Figure 1. M1 wires.
Cells faint in the background.
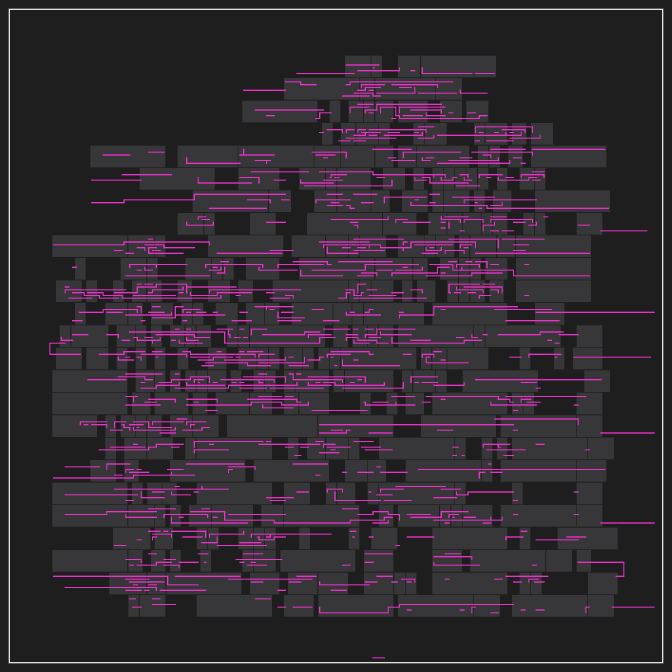
Figure 2. Metal 2.
Scale bar: 20 um.
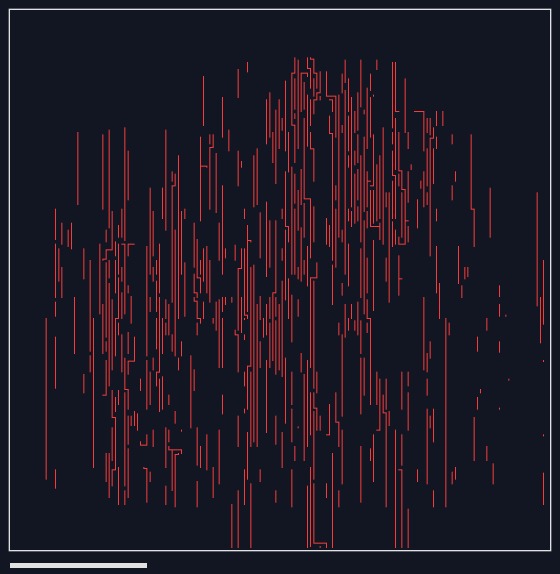
Figure 3. The metal 3 layer.
Scale bar: 20 um.
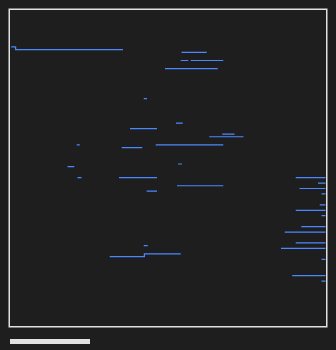
Figure 4. Routed metal per tile.
Scale bar: 20 um. The die is cut into 16 by 16 equal tiles; dark purple is low, yellow is high, scaled to the fullest tile. Values are wire area over tile area, all layers added.
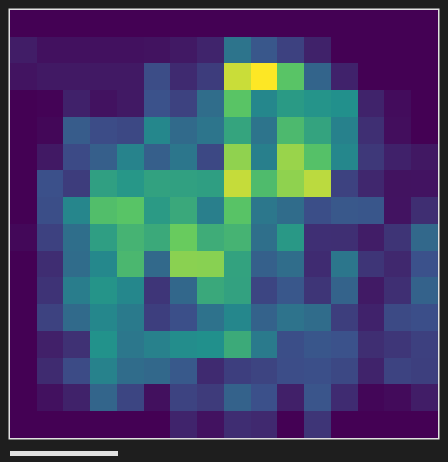
===== config.mk =====
export PLATFORM = sky130hd
export DESIGN_NAME = cam_capture
export DESIGN_NICKNAME = d
export VERILOG_FILES = /design/src/rtl/cam_capture.sv
export SDC_FILE = /design/constraint.sdc
export NUM_CORES = 1
export LEC_CHECK = 0
export ABC_AREA = 1
export CAP_MARGIN = 30
export CORE_MARGIN = 5
export CORE_UTILIZATION = 50
export CTS_CLUSTER_DIAMETER = 30
export DETAILED_ROUTE_END_ITERATION = 8
export PLACE_DENSITY_LB_ADDON = 0.3
export SYNTH_ARGS = -nofsm -noshare
export SYNTH_HDL_FRONTEND = slang
export SYNTH_SLANG_ARGS = --single-unit

===== constraint.sdc =====
create_clock -name iclk -period 1.35 [get_ports iclk]
set_input_delay 0.2025 -clock iclk [delete_from_list [all_inputs] [get_ports iclk]]
set_output_delay 0.2025 -clock iclk [all_outputs]
set_load 0.01 [all_outputs]

===== src/rtl/cam_capture.sv =====
// cam_capture: Y8 camera capture front end; skips SKIP_FRAMES frames after reset, then forwards
// an H_RES x V_RES window per frame and flags each forwarded frame's geometry as ok or bad.
module cam_capture #(
    parameter int H_RES       = 640,
    parameter int V_RES       = 480,
    parameter int SKIP_FRAMES = 2
) (
    input  logic       iclk,
    input  logic       irst_n,
    input  logic       ivsync,
    input  logic       ihref,
    input  logic [7:0] ipixdata,
    output logic       ovs,
    output logic       ode,
    output logic [7:0] odata,
    output logic       oframe_ok,
    output logic       oframe_err,
    output logic       ostreaming
);
    typedef enum logic [1:0] {WAIT_VS, SKIP, STREAM} state_t;

    state_t      state_q, state_d;
    logic        vs1_q, vs1_d, hr1_q, hr1_d, act_q, act_d;
    logic [7:0]  pd1_q, pd1_d, odata_q, odata_d;
    logic        ovs_q, ovs_d, ode_q, ode_d, ok_q, ok_d, err_q, err_d, lerr_q, lerr_d;
    logic [10:0] pix_q, pix_d;
    logic [9:0]  line_q, line_d;
    logic [3:0]  skip_q, skip_d;
    logic        act, fs, fe, fall, pass;

    always_comb begin
        vs1_d   = ivsync;
        hr1_d   = ihref;
        pd1_d   = ipixdata;
        // href during vertical blanking is ignored entirely
        act     = hr1_q & ~vs1_q;
        act_d   = act;
        // ovs_q is stage-1 vsync one cycle older, so it doubles as the edge reference
        fs      = ovs_q & ~vs1_q;
        fe      = ~ovs_q & vs1_q;
        fall    = act_q & ~act;
        pix_d   = act ? ((pix_q == 11'h7ff) ? pix_q : pix_q + 11'd1) : (fall ? 11'd0 : pix_q);
        line_d  = fs ? 10'd0 : ((fall && line_q != 10'h3ff) ? line_q + 10'd1 : line_q);
        lerr_d  = fs ? 1'b0 : ((fall && pix_q != 11'(H_RES)) ? 1'b1 : lerr_q);
        pass    = (state_q == STREAM) && act && (pix_q < 11'(H_RES)) && (line_q < 10'(V_RES));
        ode_d   = pass;
        odata_d = pass ? pd1_q : 8'h00;
        ovs_d   = vs1_q;
        // act_q high at frame end means the frame was cut mid-line
        ok_d    = (state_q == STREAM) && fe && !act_q && (line_q == 10'(V_RES)) && !lerr_q;
        err_d   = (state_q == STREAM) && fe && !ok_d;
        state_d = state_q;
        skip_d  = skip_q;
        case (state_q)
            WAIT_VS: if (fe) begin
                skip_d  = 4'd0;
                state_d = (SKIP_FRAMES == 0) ? STREAM : SKIP;
            end
            SKIP: if (fe) begin
                skip_d  = skip_q + 4'd1;
                state_d = (skip_q + 4'd1 == 4'(SKIP_FRAMES)) ? STREAM : SKIP;
            end
            STREAM:  state_d = STREAM;
            default: state_d = WAIT_VS;
        endcase
    end

    always_ff @(posedge iclk or negedge irst_n) begin
        if (!irst_n) begin
            state_q <= WAIT_VS;
            vs1_q   <= 1'b0;
            hr1_q   <= 1'b0;
            act_q   <= 1'b0;
            pd1_q   <= 8'h00;
            odata_q <= 8'h00;
            ovs_q   <= 1'b0;
            ode_q   <= 1'b0;
            ok_q    <= 1'b0;
            err_q   <= 1'b0;
            lerr_q  <= 1'b0;
            pix_q   <= 11'd0;
            line_q  <= 10'd0;
            skip_q  <= 4'd0;
        end else begin
            state_q <= state_d;
            vs1_q   <= vs1_d;
            hr1_q   <= hr1_d;
            act_q   <= act_d;
            pd1_q   <= pd1_d;
            odata_q <= odata_d;
            ovs_q   <= ovs_d;
            ode_q   <= ode_d;
            ok_q    <= ok_d;
            err_q   <= err_d;
            lerr_q  <= lerr_d;
            pix_q   <= pix_d;
            line_q  <= line_d;
            skip_q  <= skip_d;
        end
    end

    assign ovs        = ovs_q;
    assign ode        = ode_q;
    assign odata      = odata_q;
    assign oframe_ok  = ok_q;
    assign oframe_err = err_q;
    assign ostreaming = (state_q == STREAM);
endmodule

==> metrics.yaml <==
floorplanning:
  floorplan.rows: 25
  initCoreUtil_pct: 51.0
  die_x_um: 78.9
  die_area_um2: 6230
  io_pins: 25
  coreArea_um2: 4660
critical_path:
  required_ps: 1590
  cpPeakStageDelay_ps: 410
  crit_buf_inv: 1
  crit_end: "line_q[5]$_DFFE_PN0P_"
  endpoint_kind: "register"
  reg2reg_to: "line_q[5]$_DFFE_PN0P_"
  cp_slowest_cell: "dfrtp_1"
  crit_path_start_kind: "register"
  reg2reg_depth: 9
  critPathTopFamily: "simple AND/OR/NAND/NOR gates"
  cp_max_fo: 6
  startpoint: "line_q[0]$_DFFE_PN0P_"
  crit_top_cell: "nand2_8"
  cp_data_arrival_time_ps: 1600
  cp_cell_sequence: "ha_4 > nand2_4 > nor2_4 > nand3_4 > nand2_8 > nand2_8 > inv_6 > nand2_1 > o21ai_1"
global_route:
  grt_pass1_vias: 1915
  grt_max_degree: 52
  overflow: 0
  track_usage_pct: 17.0
  grt_pass1_wl_mm: 8.36
  antenna_found_initial: 0
cells_and_area:
  num-multi-input-gates: 176
  layout.clock.cell_area_share_pct: 3.69
  ff_count: 51
  clkbuf_count: 5
  n_antenna_cell: 0
  signal_buffers: 50
  seqCellArea_um2: 1280
  bufAreaShareNonClock_pct: 14.0
  lay_top_count: "dfrtp_1"
  nNetsFinal: 345
  fin_util_pct: 67.7
  largest_cell_class: "sequential cells"
route:
  viasPerCell: 5.16
  postRouteAntennaNets: 0
  firstDrtPassIters: 4
  route.detailed.drc: 0
status:
  status: "finished, violations left"
  violations: "setup timing"
logic_synthesis:
  top_area_cell: "dfrtp_1"
  avgSynthCellArea_um2: 8.73
  fa_ha_area_share_pct: 3.16
  synth.top_cells.by_area: "dfrtp_1 (54%), nand2_1 (8.7%), inv_1 (5.4%), nor2_1 (4.9%), nand3_1 (4.8%)"
  ys.flop_type: "dfrtp_1"
  yosys.area_share.xor_xnor_pct: 1.11
  common_cells: "nand2_1 (55), dfrtp_1 (51), inv_1 (34)"
  ys_types: 29
  yosysSeqAreaShare_pct: 53.7
  mux_area_share_pct: 0
placed_design:
  dp.cells: 368
  post_dp_cell_area_um2: 2830
  gp_congestion: 0.883
  post-place-ws_ps: -16.5
  io_buffers: 24
  dp_hpwl_mm: 3.46
power_and_ir_drop:
  finalPower_mw: 3.41
  leakage_nw: 1.54
  ir_drop_v: 0.00104
timing:
  setup_viol: 1
  relSlewSlack_pct: 82.3
  layout_setup_ws_ps: -5.62
  fin_skew_ps: 3.67
  rsz0062_at_grt: "true"
  finalMaxSlewViolations: 0
  timing.final.crit_period_ps: 1360
  fmax_ghz: 0.738
  tns_ps: -5.62
clocking:
  postCtsSetupBuffers: 2
  cts_made_buffers: 5
  path_clk_slew_ps: 90
  htreeDepth: 2
  clockBufferDepth: 2
hold_path:
  hold_path_depth: 1
  hold_path.class: "input pin to register"
  hold_start: "ipixdata[1]"
flow_run:
  cap_violations: 0
## Picture notes: Figure 1
nets with wire on the layer = 317
share of all routed wire = 44%
main direction = horizontal
vias: 1972
Total Wirelength: 5.01 mm
met1 Use GR: 21.4%

## Picture notes: Figure 2
main direction = vertical
wire length on this layer = 2490 um

## Picture notes: Figure 3
wire length on this layer = 209 um
nets with wire on the layer = 27
share of all routed wire = 4.2%

## Picture notes: Figure 4
fullest tile = 0.50
nearly empty tiles = 20%
tiles over half the peak = 16%
densest ninth of the die = centre
mean over tiles = 0.13
emptiest ninth of the die = upper left

-- power by group --
group | leakage, nW | switching (mW) | internal (mW) | total [mW]
registers | 0.676 | 0.0873 | 1.64 | 1.73
logic | 0.804 | 0.332 | 0.264 | 0.595
clock network | 0.0587 | 0.527 | 0.562 | 1.09
-- registers in the layout (all words and copies together), names as in the netlist --
signal and cells:
state_q 2, ode 1, lerr_q 1, odata 8, skip_q 4, ovs 1, oframe_err 1, oframe_ok 1
act_q 1, ovs_d 1, hr1_q 1, pd1_q 8, line_q 10, pix_q 11
-- metal layers --
metal / vias to the layer above / track usage (%) / share of wire (%)
met1: 935 / 21.4 / 44
met2: 46 / 27.8 / 50
met4: 0 / 8.25 / 2.2
met3: 10 / 3.63 / 4.1
met5: - / 0 / 0
li1: 981 / - / -
No activity file was given, so power comes from the tool's default toggle rates.
